Fig. 1: congestion heat map
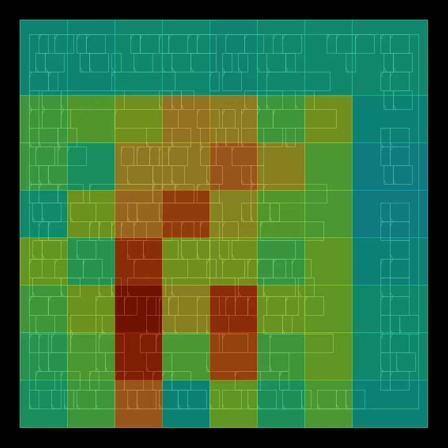
Fig. 2: local utilization
12 x 12 tiles, from black (low) to pale yellow (high), 0 to 100% covered.
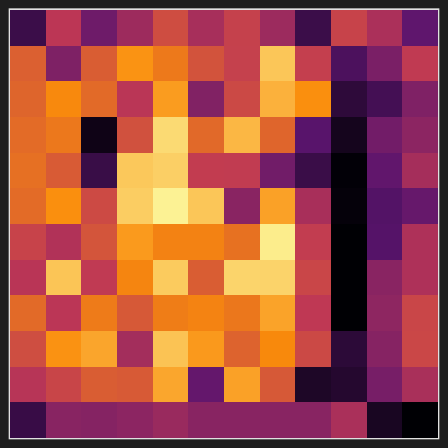
Fig. 3: register map, names as in the netlist
The bar under the picture is 20 um long.
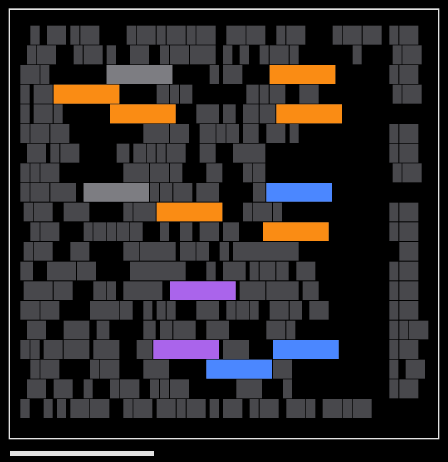
--- src/rtl/pipe_pkg.sv ---
// Shared types and defaults for the pipeline controller: FSM state encoding,
// the stage-control bundle and its canned values.
package pipe_pkg;

    typedef enum logic [1:0] {
        RUN    = 2'd0,
        LSTALL = 2'd1,
        MWAIT  = 2'd2,
        HALT   = 2'd3
    } pipe_state_e;

    localparam int MEM_TO_DEFAULT = 16;
    localparam int DRAIN_DEFAULT  = 4;
    localparam int TIMEOUT_W      = 6;

    typedef struct packed {
        logic pcEn;
        logic ifIdEn;
        logic idExEn;
        logic exMemEn;
        logic memWbEn;
        logic ifIdFlush;
        logic idExFlush;
    } stage_ctrl_t;

    // Drain cycles reuse the fetch-bubble pattern: hold the PC, feed bubbles into IF/ID.
    localparam stage_ctrl_t CTRL_FREEZE       = '{1'b0, 1'b0, 1'b0, 1'b0, 1'b0, 1'b0, 1'b0};
    localparam stage_ctrl_t CTRL_RUN          = '{1'b1, 1'b1, 1'b1, 1'b1, 1'b1, 1'b0, 1'b0};
    localparam stage_ctrl_t CTRL_BRANCH       = '{1'b1, 1'b1, 1'b1, 1'b1, 1'b1, 1'b1, 1'b1};
    localparam stage_ctrl_t CTRL_LOAD_USE     = '{1'b0, 1'b0, 1'b1, 1'b1, 1'b1, 1'b0, 1'b1};
    localparam stage_ctrl_t CTRL_FETCH_BUBBLE = '{1'b0, 1'b1, 1'b1, 1'b1, 1'b1, 1'b1, 1'b0};

    function automatic logic [TIMEOUT_W-1:0] satIncTimeout(input logic [TIMEOUT_W-1:0] value);
        return (value == '1) ? value : value + TIMEOUT_W'(1);
    endfunction

endpackage

--- src/rtl/sat_counter.sv ---
// Saturating up-counter with synchronous clear; holds at all-ones.
module sat_counter #(
    parameter int CNT_W = 32
) (
    input  logic             clock,
    input  logic             reset,
    input  logic             inc,
    input  logic             clear,
    output logic [CNT_W-1:0] count
);

    logic [CNT_W-1:0] count_q;
    logic [CNT_W-1:0] count_d;

    always_comb begin
        count_d = count_q;
        if (clear) begin
            count_d = '0;
        end else if (inc && (count_q != '1)) begin
            count_d = count_q + CNT_W'(1);
        end
    end

    always_ff @(posedge clock or posedge reset) begin
        if (reset) begin
            count_q <= '0;
        end else begin
            count_q <= count_d;
        end
    end

    assign count = count_q;

endmodule

--- src/rtl/pipeline_ctrl.sv ---
// Five-stage pipeline hazard/stall/flush controller with memory timeout and drained halt.
// Performance counters are built only when PIPELINE_CTRL_PERF_EN is defined.
module pipeline_ctrl
    import pipe_pkg::*;
#(
    parameter int MEM_TO = MEM_TO_DEFAULT,
    parameter int CNT_W  = 32,
    parameter int DRAIN  = DRAIN_DEFAULT
) (
    input  logic             clock,
    input  logic             reset,
    input  logic             fw_stall,
    input  logic             ex_branch_taken,
    input  logic             mem_busy,
    input  logic             if_busy,
    input  logic             halt_req,
    output logic             pc_en,
    output logic             if_id_en,
    output logic             id_ex_en,
    output logic             ex_mem_en,
    output logic             mem_wb_en,
    output logic             if_id_flush,
    output logic             id_ex_flush,
    output logic             halted,
    output logic             mem_timeout,
    output logic [CNT_W-1:0] stall_cycles,
    output logic [CNT_W-1:0] flush_events
);

    localparam int DRAIN_W = (DRAIN < 1) ? 1 : $clog2(DRAIN + 1);
    localparam logic [DRAIN_W-1:0]   DRAIN_LAST = DRAIN_W'(DRAIN);
    localparam logic [TIMEOUT_W-1:0] MEM_TO_CNT = TIMEOUT_W'(MEM_TO);

    pipe_state_e          state_q, state_d;
    logic                 branchPend_q, branchPend_d;
    logic [TIMEOUT_W-1:0] toCnt_q, toCnt_d;
    logic                 timeout_q, timeout_d;
    logic [DRAIN_W-1:0]   drain_q, drain_d;

    stage_ctrl_t ctrl;
    logic        haltedNow;
    logic        flushEvt;
    logic        stallEvt;
    logic        drainDone;

    assign drainDone = (drain_q == DRAIN_LAST);

    always_comb begin
        state_d      = state_q;
        branchPend_d = branchPend_q;
        toCnt_d      = toCnt_q;
        timeout_d    = timeout_q;
        drain_d      = drain_q;
        ctrl         = CTRL_FREEZE;
        haltedNow    = 1'b0;
        flushEvt     = 1'b0;

        case (state_q)
            HALT: begin
                // A branch still in flight during the drain must steer the PC;
                // once drained, everything except halt_req is ignored.
                if (!drainDone) begin
                    if (ex_branch_taken) begin
                        ctrl     = CTRL_BRANCH;
                        flushEvt = 1'b1;
                    end else begin
                        ctrl = CTRL_FETCH_BUBBLE;
                    end
                    drain_d = drain_q + DRAIN_W'(1);
                end else begin
                    haltedNow = 1'b1;
                end
                if (!halt_req) begin
                    state_d = RUN;
                    drain_d = '0;
                end
            end
            default: begin
                if (mem_busy) begin
                    state_d = MWAIT;
                    toCnt_d = satIncTimeout(toCnt_q);
                    if (toCnt_d >= MEM_TO_CNT) begin
                        timeout_d = 1'b1;
                    end
                    if (ex_branch_taken) begin
                        branchPend_d = 1'b1;
                    end
                end else begin
                    // Leaving MWAIT is resolved with the same priorities as RUN.
                    toCnt_d = '0;
                    if (ex_branch_taken || branchPend_q) begin
                        ctrl         = CTRL_BRANCH;
                        flushEvt     = 1'b1;
                        branchPend_d = 1'b0;
                        state_d      = RUN;
                    end else if (state_q == LSTALL) begin
                        ctrl    = CTRL_RUN;
                        state_d = RUN;
                    end else if (fw_stall) begin
                        ctrl    = CTRL_LOAD_USE;
                        state_d = LSTALL;
                    end else if (if_busy) begin
                        ctrl    = CTRL_FETCH_BUBBLE;
                        state_d = RUN;
                    end else if (halt_req) begin
                        ctrl    = CTRL_RUN;
                        state_d = HALT;
                        drain_d = '0;
                    end else begin
                        ctrl    = CTRL_RUN;
                        state_d = RUN;
                    end
                end
            end
        endcase

        if (reset) begin
            ctrl      = CTRL_FREEZE;
            haltedNow = 1'b0;
            flushEvt  = 1'b0;
        end
    end

    assign stallEvt = !ctrl.pcEn && !haltedNow && !reset;

    always_ff @(posedge clock or posedge reset) begin
        if (reset) begin
            state_q      <= RUN;
            branchPend_q <= 1'b0;
            toCnt_q      <= '0;
            timeout_q    <= 1'b0;
            drain_q      <= '0;
        end else begin
            state_q      <= state_d;
            branchPend_q <= branchPend_d;
            toCnt_q      <= toCnt_d;
            timeout_q    <= timeout_d;
            drain_q      <= drain_d;
        end
    end

    assign pc_en       = ctrl.pcEn;
    assign if_id_en    = ctrl.ifIdEn;
    assign id_ex_en    = ctrl.idExEn;
    assign ex_mem_en   = ctrl.exMemEn;
    assign mem_wb_en   = ctrl.memWbEn;
    assign if_id_flush = ctrl.ifIdFlush;
    assign id_ex_flush = ctrl.idExFlush;
    assign halted      = haltedNow;
    assign mem_timeout = timeout_q;

`ifdef PIPELINE_CTRL_PERF_EN
    sat_counter #(.CNT_W(CNT_W)) uStallCnt (
        .clock (clock),
        .reset (reset),
        .inc   (stallEvt),
        .clear (1'b0),
        .count (stall_cycles)
    );

    sat_counter #(.CNT_W(CNT_W)) uFlushCnt (
        .clock (clock),
        .reset (reset),
        .inc   (flushEvt),
        .clear (1'b0),
        .count (flush_events)
    );
`else
    logic unusedPerf;
    assign unusedPerf   = stallEvt ^ flushEvt;
    assign stall_cycles = '0;
    assign flush_events = '0;
`endif

endmodule

--- config.mk ---
export PLATFORM = sky130hd
export DESIGN_NAME = pipeline_ctrl
export DESIGN_NICKNAME = d
export VERILOG_FILES = /design/src/rtl/pipe_pkg.sv /design/src/rtl/sat_counter.sv /design/src/rtl/pipeline_ctrl.sv
export SDC_FILE = /design/constraint.sdc
export NUM_CORES = 1
export LEC_CHECK = 0
export CAP_MARGIN = 30
export CORE_UTILIZATION = 41
export DETAILED_ROUTE_END_ITERATION = 10
export GPL_TIMING_DRIVEN = 0
export PLACE_DENSITY_LB_ADDON = 0.25
export SETUP_SLACK_MARGIN = 0.2
export SYNTH_ARGS = -nofsm -noshare
export SYNTH_HDL_FRONTEND = slang
export SYNTH_HIERARCHICAL = 1
export SYNTH_SLANG_ARGS = --single-unit
--- constraint.sdc ---
create_clock -name clock -period 2.4 [get_ports clock]
set_input_delay 0.36 -clock clock [delete_from_list [all_inputs] [get_ports clock]]
set_output_delay 0.36 -clock clock [all_outputs]
set_load 0.05 [all_outputs]
==> flow_metrics.env <==
# yosys + openroad results
export IMPL_run_status="finished, final reports clean"
export IMPL_layout_nets=259
export IMPL_die_height_um=59.3
export IMPL_post_cts_setup_buffer_count=2
export IMPL_seq_area_share_pct=17.7
export IMPL_syn_instance_count=164
export IMPL_cts_resized_gates=49
export IMPL_cpPeakStageDelay_ns=0.36
export IMPL_ios=80
export IMPL_post_route_period_util_pct=90.1
export IMPL_wl_met1_mm=1.08
export IMPL_cts_sinks=13
export IMPL_cp_top_family="AND-OR/OR-AND gates"
export IMPL_largestClassByArea="multi-input combinational cells"
export IMPL_bufAreaShareNonClock_pct=36.4
export IMPL_max_cap_violations=0
export IMPL_yosys_stat_area_um2=1340
export IMPL_grt_setup_unrepaired="yes"
export IMPL_worstSetupPathType="flop to output pin"
export IMPL_async_flop_share_pct=100
export IMPL_logic_family="buffers and inverters"
export IMPL_ys_sh_simple_pct=14.3
export IMPL_io_buffers=15
export IMPL_irDropWorstVdd_mv=0.224
export IMPL_grt_antenna_before_repair=0
export IMPL_log_warning_count=30
export IMPL_slew_viol_final=0
export IMPL_wirelength_mm=2.46
export IMPL_grt_overflow=0
export IMPL_drc=0
export IMPL_num_rows=20
export IMPL_hpwlAfterDp_mm=1.91
export IMPL_skew_ns=0.0113
export IMPL_drt_first_pass_iters=4
export IMPL_powerDensity_nw_per_um2=541
Notes on Fig. 1 above:
gr usage total: 14.6%
Global Route met1 Usage: 20.2%

Notes on Fig. 2 above:
- mean over tiles: 51%
- densest ninth of the die: middle
- fullest tile: 97%
- tiles over 75% full: 19%
- nearly empty tiles: 4.2%
Core Region: 3080 um2
fp_density: 43.7%
Final Util: 59.8%

Notes on Fig. 3 above:
- blue: drain_q (flops 3)
- purple: state_q (flops 2)
- orange: toCnt_q (flops 6)
- not colored: 2

[sequential cells by signal, indices dropped and copies added, names as in the netlist]
register and count:
toCnt_q 6, state_q 2, mem_timeout 1, drain_q 3, branchPend_q 1
[through the flow]
step,std cells,TNS (ns)
3_5_place_dp,286,-1.08
2_1_floorplan,227,0
5_1_grt,292,0
4_1_cts,292,0
3_3_place_gp,286,-1.10
6_report,292,0
[report_power, final]
part	switching (W)	internal [W]
Clock	0.0000734	0.0000643
Sequential	0.0000368	0.000251
Combinational	0.000373	0.000198
[how the worst max path moves through the flow]
stage and to:
5_1_grt pc_en, 2_1_floorplan id_ex_flush, 3_3_place_gp pc_en, 4_1_cts pc_en
3_5_place_dp pc_en, 6_report pc_en
